## config.mk

```make
export PLATFORM = sky130hd
export DESIGN_NAME = dot16_feeder
export DESIGN_NICKNAME = d
export VERILOG_FILES = /design/src/rtl/dot16_feeder.sv
export SDC_FILE = /design/constraint.sdc
export NUM_CORES = 1
export LEC_CHECK = 0
export ABC_AREA = 1
export CORE_AREA = 2 2 439 441
export CTS_CLUSTER_DIAMETER = 80
export DETAILED_ROUTE_END_ITERATION = 8
export DIE_AREA = 0 0 441 443
export GPL_TIMING_DRIVEN = 0
export PLACE_DENSITY_LB_ADDON = 0.25
export SETUP_SLACK_MARGIN = 0.05
export SLEW_MARGIN = 15
export SYNTH_ARGS = -nofsm -noshare
export SYNTH_HDL_FRONTEND = slang
export SYNTH_SLANG_ARGS = --single-unit
```

## constraint.sdc

```tcl
create_clock -name clk -period 1.6 [get_ports clk]
set_input_delay 0.16 -clock clk [delete_from_list [all_inputs] [get_ports clk]]
set_output_delay 0.16 -clock clk [all_outputs]
set_load 0.01 [all_outputs]
```

## src/rtl/dot16_feeder.sv

```systemverilog
// dot16_feeder
// Issue-side controller for the 16-lane dot-product datapath inside a PE row.
// Takes paired A/B vector chunks over a valid/ready handshake and issues each
// chunk to the dot unit with an accumulator seed. It then waits for the
// matching partial sum and uses it as the seed for the next chunk. When the
// final chunk of a K-length reduction completes, the result is presented on a
// valid/ready output port.
//
// The dot unit free-runs (dot_ena held high), so every non-issue cycle drives
// zero operands and a zero seed.
//
// Ports
//   clk, rst_n          clock, asynchronous active-low reset
//   vec_valid/ready     chunk handshake; vec_a/vec_b packed lanes, vec_last
//   dot_ena             datapath enable (1 from the first clock after reset)
//   dot_a/dot_b/dot_acc operands and accumulator seed to the dot unit
//   dot_result          partial sum returned by the dot unit
//   out_valid/ready     final result handshake; out_data signed result
//   perf_chunks         (DOT16_FEEDER_PERF_EN only) chunks accepted
//   perf_stall          (DOT16_FEEDER_PERF_EN only) cycles vec_valid & !vec_ready
//
// Build option
//   DOT16_FEEDER_PERF_EN : adds the two 32-bit wrapping performance counters.
//
// States
//   IDLE | ready for a chunk, operands held at zero
//   WAIT | chunk in flight in the dot unit, counting down to its result
//   DONE | final result presented, waiting for out_ready

module dot16_feeder #(
    parameter int DATA_WIDTH    = 16,
    parameter int VECTOR_LENGTH = 16,
    parameter int ACCU_WIDTH    = 32,
    parameter int DOT_LATENCY   = 8
) (
    input  logic                                clk,
    input  logic                                rst_n,
    input  logic                                vec_valid,
    output logic                                vec_ready,
    input  logic [DATA_WIDTH*VECTOR_LENGTH-1:0] vec_a,
    input  logic [DATA_WIDTH*VECTOR_LENGTH-1:0] vec_b,
    input  logic                                vec_last,
    output logic                                dot_ena,
    output logic [DATA_WIDTH*VECTOR_LENGTH-1:0] dot_a,
    output logic [DATA_WIDTH*VECTOR_LENGTH-1:0] dot_b,
    output logic [ACCU_WIDTH-1:0]               dot_acc,
    input  logic [ACCU_WIDTH-1:0]               dot_result,
    output logic                                out_valid,
    input  logic                                out_ready,
    output logic [ACCU_WIDTH-1:0]               out_data
`ifdef DOT16_FEEDER_PERF_EN
    ,
    output logic [31:0]                         perf_chunks,
    output logic [31:0]                         perf_stall
`endif
);

    localparam int VEC_W = DATA_WIDTH * VECTOR_LENGTH;
    localparam int CNT_W = (DOT_LATENCY > 1) ? $clog2(DOT_LATENCY) : 1;
    localparam logic [CNT_W-1:0] CNT_LOAD = CNT_W'(DOT_LATENCY - 1);

    typedef enum logic [1:0] {
        ST_IDLE = 2'd0,
        ST_WAIT = 2'd1,
        ST_DONE = 2'd2
    } state_t;

    state_t                state_q, state_d;
    logic                  vec_ready_q, vec_ready_d;
    logic                  dot_ena_q, dot_ena_d;
    logic [VEC_W-1:0]      dot_a_q, dot_a_d;
    logic [VEC_W-1:0]      dot_b_q, dot_b_d;
    logic [ACCU_WIDTH-1:0] dot_acc_q, dot_acc_d;
    logic                  out_valid_q, out_valid_d;
    logic [ACCU_WIDTH-1:0] out_data_q, out_data_d;
    logic [ACCU_WIDTH-1:0] acc_hold_q, acc_hold_d;
    logic                  first_q, first_d;
    logic                  last_q, last_d;
    logic [CNT_W-1:0]      cnt_q, cnt_d;
    logic                  accept;

    // vec_ready is registered, so the handshake is judged on the flop value.
    assign accept = vec_valid & vec_ready_q;

    always_comb begin
        state_d     = state_q;
        dot_ena_d   = 1'b1;
        // Bubble cycles feed zeros into the free-running datapath.
        dot_a_d     = '0;
        dot_b_d     = '0;
        dot_acc_d   = '0;
        out_valid_d = out_valid_q;
        out_data_d  = out_data_q;
        acc_hold_d  = acc_hold_q;
        first_d     = first_q;
        last_d      = last_q;
        cnt_d       = cnt_q;

        case (state_q)
            ST_IDLE: begin
                if (accept) begin
                    dot_a_d   = vec_a;
                    dot_b_d   = vec_b;
                    dot_acc_d = first_q ? '0 : acc_hold_q;
                    last_d    = vec_last;
                    cnt_d     = CNT_LOAD;
                    state_d   = ST_WAIT;
                end
            end

            ST_WAIT: begin
                if (cnt_q == '0) begin
                    acc_hold_d = dot_result;
                    if (last_q) begin
                        out_data_d  = dot_result;
                        out_valid_d = 1'b1;
                        state_d     = ST_DONE;
                    end else begin
                        first_d = 1'b0;
                        state_d = ST_IDLE;
                    end
                end else begin
                    cnt_d = cnt_q - 1'b1;
                end
            end

            ST_DONE: begin
                if (out_valid_q && out_ready) begin
                    out_valid_d = 1'b0;
                    first_d     = 1'b1;
                    acc_hold_d  = '0;
                    state_d     = ST_IDLE;
                end
            end

            default: begin
                state_d = ST_IDLE;
            end
        endcase

        // Ready follows the state being entered so it is glitch-free and
        // still reads 0 while in reset.
        vec_ready_d = (state_d == ST_IDLE);
    end

    always_ff @(posedge clk or negedge rst_n) begin
        if (!rst_n) begin
            state_q     <= ST_IDLE;
            vec_ready_q <= 1'b0;
            dot_ena_q   <= 1'b0;
            dot_a_q     <= '0;
            dot_b_q     <= '0;
            dot_acc_q   <= '0;
            out_valid_q <= 1'b0;
            out_data_q  <= '0;
            acc_hold_q  <= '0;
            first_q     <= 1'b1;
            last_q      <= 1'b0;
            cnt_q       <= '0;
        end else begin
            state_q     <= state_d;
            vec_ready_q <= vec_ready_d;
            dot_ena_q   <= dot_ena_d;
            dot_a_q     <= dot_a_d;
            dot_b_q     <= dot_b_d;
            dot_acc_q   <= dot_acc_d;
            out_valid_q <= out_valid_d;
            out_data_q  <= out_data_d;
            acc_hold_q  <= acc_hold_d;
            first_q     <= first_d;
            last_q      <= last_d;
            cnt_q       <= cnt_d;
        end
    end

    assign vec_ready = vec_ready_q;
    assign dot_ena   = dot_ena_q;
    assign dot_a     = dot_a_q;
    assign dot_b     = dot_b_q;
    assign dot_acc   = dot_acc_q;
    assign out_valid = out_valid_q;
    assign out_data  = out_data_q;

`ifdef DOT16_FEEDER_PERF_EN
    logic [31:0] perf_chunks_q, perf_chunks_d;
    logic [31:0] perf_stall_q, perf_stall_d;

    always_comb begin
        perf_chunks_d = perf_chunks_q;
        perf_stall_d  = perf_stall_q;
        if (accept) begin
            perf_chunks_d = perf_chunks_q + 32'd1;
        end
        if (vec_valid && !vec_ready_q) begin
            perf_stall_d = perf_stall_q + 32'd1;
        end
    end

    always_ff @(posedge clk or negedge rst_n) begin
        if (!rst_n) begin
            perf_chunks_q <= '0;
            perf_stall_q  <= '0;
        end else begin
            perf_chunks_q <= perf_chunks_d;
            perf_stall_q  <= perf_stall_d;
        end
    end

    assign perf_chunks = perf_chunks_q;
    assign perf_stall  = perf_stall_q;
`endif

endmodule

```

==> out/summary.txt, run 1 <==
final critical-path setup slack: 48.4 ps
Min Hold Slack: -488 ps
sw frac: 32.6%
Max-area cell share: 74.2%
outcome: finished, violations left
sw power: 17.6 mW
Slew @ Worst Pin: 543 ps
met1 usage: 14.4%
cycle use final: 97.0%
gr busiest metal: met2
drt wl/cell: 19.4 um
post-route ant nets: 0
GPL Wtd Cong: 0.898
top_reg_cell synth: dfrtp_1
Cell Pwr Density: 1280 nW/um^2
die area: 195000 um^2
Routed WL: 122000 um
Cell Area, Synth: 20800 um^2
post-synth tally of flip-flops with integrated enable: 0
mean post-synth cell area: 10.6 um^2
Total Power Consumption: 54.1 mW
M1 WL: 50300 um
maximum VDD drop: 0.845 mV
Syn Inst Count: 1958
maximum buffer depth of the clock tree: 3
area grow syn2layout: 104%
post-place instance area: 35400 um^2
top cells by area: dfrtp_1, inv_1, nor2_1, buf_2, o22ai_1
GRT Total Usage: 12.1%
DRC: 0
aoi share: 1.88%
failing checks: hold timing
Setup WS pre-CTS: -1050 ps
mi-comb count: 681
Logic pwr share: 26.6%
Hold-fix buffers, CTS: 488
Via Count: 19000
Final Hold Vio Count: 195
Iter 0 DRT Violations: 803
worst skew pair latency: 710 ps
Fmax: 0.645 GHz
Tap Cells: 2526
Yosys reg bits: 618
nonclk buf count: 1708
### M3 wires, run 1

The bar under the picture is 100 um long.
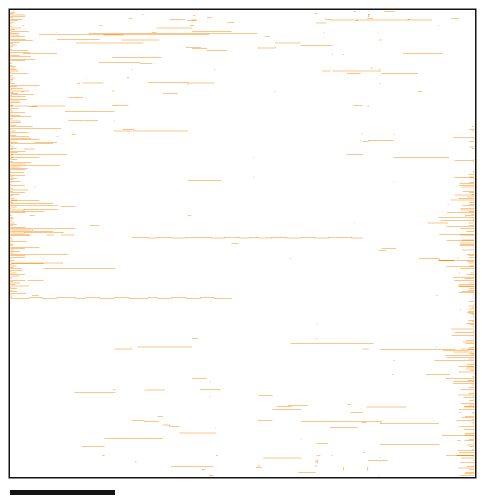
The longest straight run is 162 um. 503 nets have wire on it. The layer holds 5.8% of the routed length. The wires run mostly horizontal.

### Clock wiring as the flow saved it, run 1

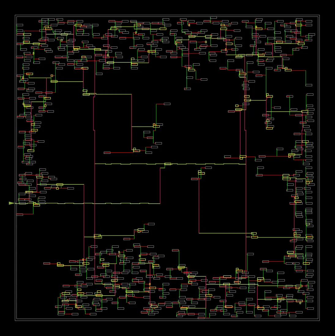
CTS Buf Count: 89
registers: 618
Clk power: 20.2 mW
# clock sinks: 618

### Signal wires on met2, run 1

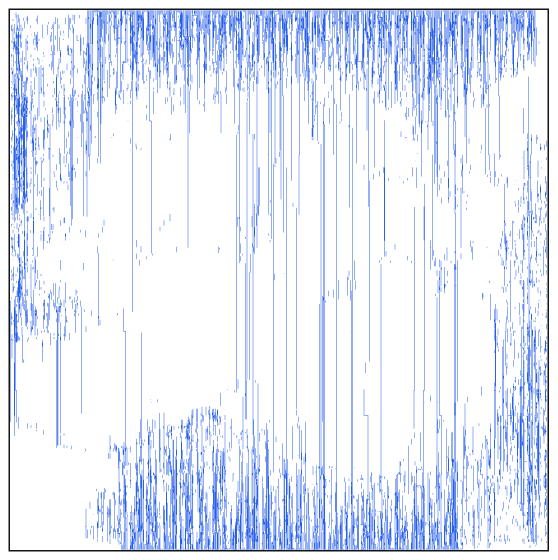
The layer holds 50% of the routed length. 3529 nets have wire on it. The layer carries 61.6 mm of wire.

### Met4 routing, run 1

The bar under the picture is 100 um long.
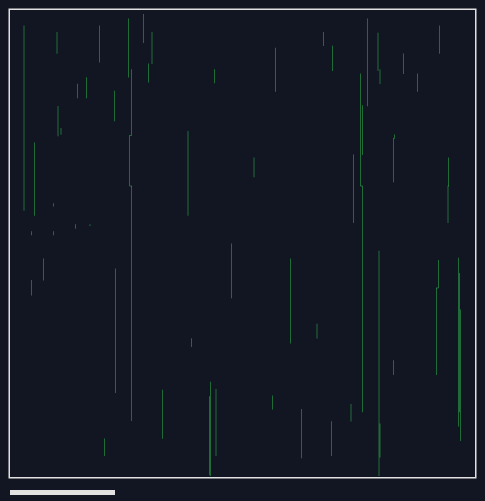
The layer carries 3300 um of wire. The longest straight run is 223 um. The wires run mostly vertical. The layer holds 2.7% of the routed length.

### Met1 routing, run 1

The bar under the picture is 100 um long.
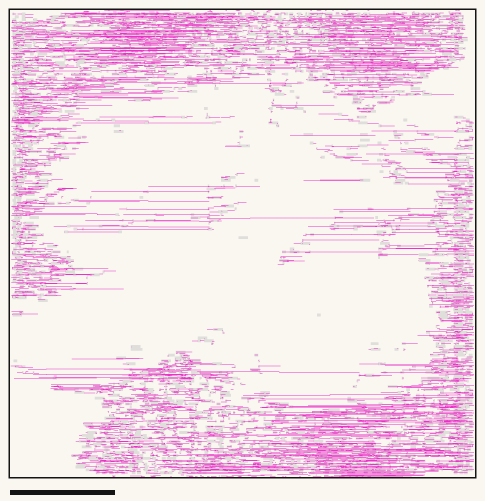

==> run 2: changes to the inputs <==
--- a/config.mk
+++ b/config.mk
@@ -11,6 +11,7 @@
 export DETAILED_ROUTE_END_ITERATION = 8
 export DIE_AREA = 0 0 441 443
 export GPL_TIMING_DRIVEN = 0
+export HOLD_SLACK_MARGIN = 0.05
 export PLACE_DENSITY_LB_ADDON = 0.25
 export SETUP_SLACK_MARGIN = 0.05
 export SLEW_MARGIN = 15
### Met1 routing, run 2

The bar under the picture is 100 um long.
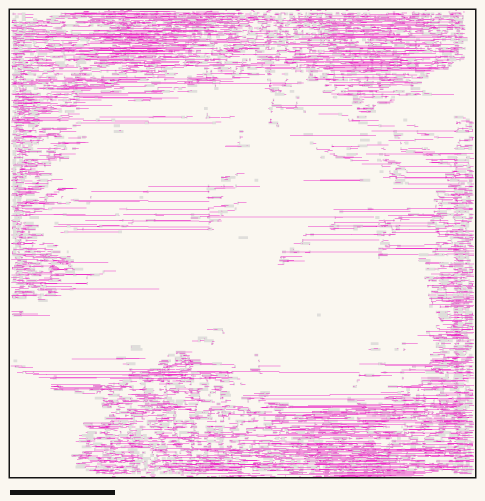
The longest straight run is 159 um. The layer holds 41% of the routed length. The layer carries 50.3 mm of wire. The wires run mostly horizontal. 3957 nets have wire on it.

==> out/summary.txt, run 2 <==
outcome: finished, violations left
failing checks: hold timing
met1 usage: 14.5% (+0.060 points)
top_reg_cell synth: dfrtp_1
Routed WL: 122000 um (+0.12%)
final critical-path setup slack: 50.4 ps (+1.97 ps)
sw frac: 32.5% (-0.080 points)
M1 WL: 50300 um (about the same)
Iter 0 DRT Violations: 809 (+0.75%)
# clock sinks: 618 (unchanged)
registers: 618 (unchanged)
maximum buffer depth of the clock tree: 3 (unchanged)
Syn Inst Count: 1958 (unchanged)
sw power: 17.6 mW (-0.50%)
Cell Area, Synth: 20800 um^2 (unchanged)
Min Hold Slack: -487 ps (+0.929 ps)
Final Hold Vio Count: 195 (unchanged)
post-place instance area: 35400 um^2 (unchanged)
Max-area cell share: 74.2% (unchanged)
maximum VDD drop: 0.846 mV (+0.13%)
Tap Cells: 2526 (unchanged)
Slew @ Worst Pin: 545 ps (+1.71 ps)
Clk power: 20.2 mW (about the same)
GPL Wtd Cong: 0.898 (unchanged)
DRC: 0 (unchanged)
Cell Pwr Density: 1270 nW/um^2 (-0.79%)
Power is estimated from default activity; no workload was simulated.
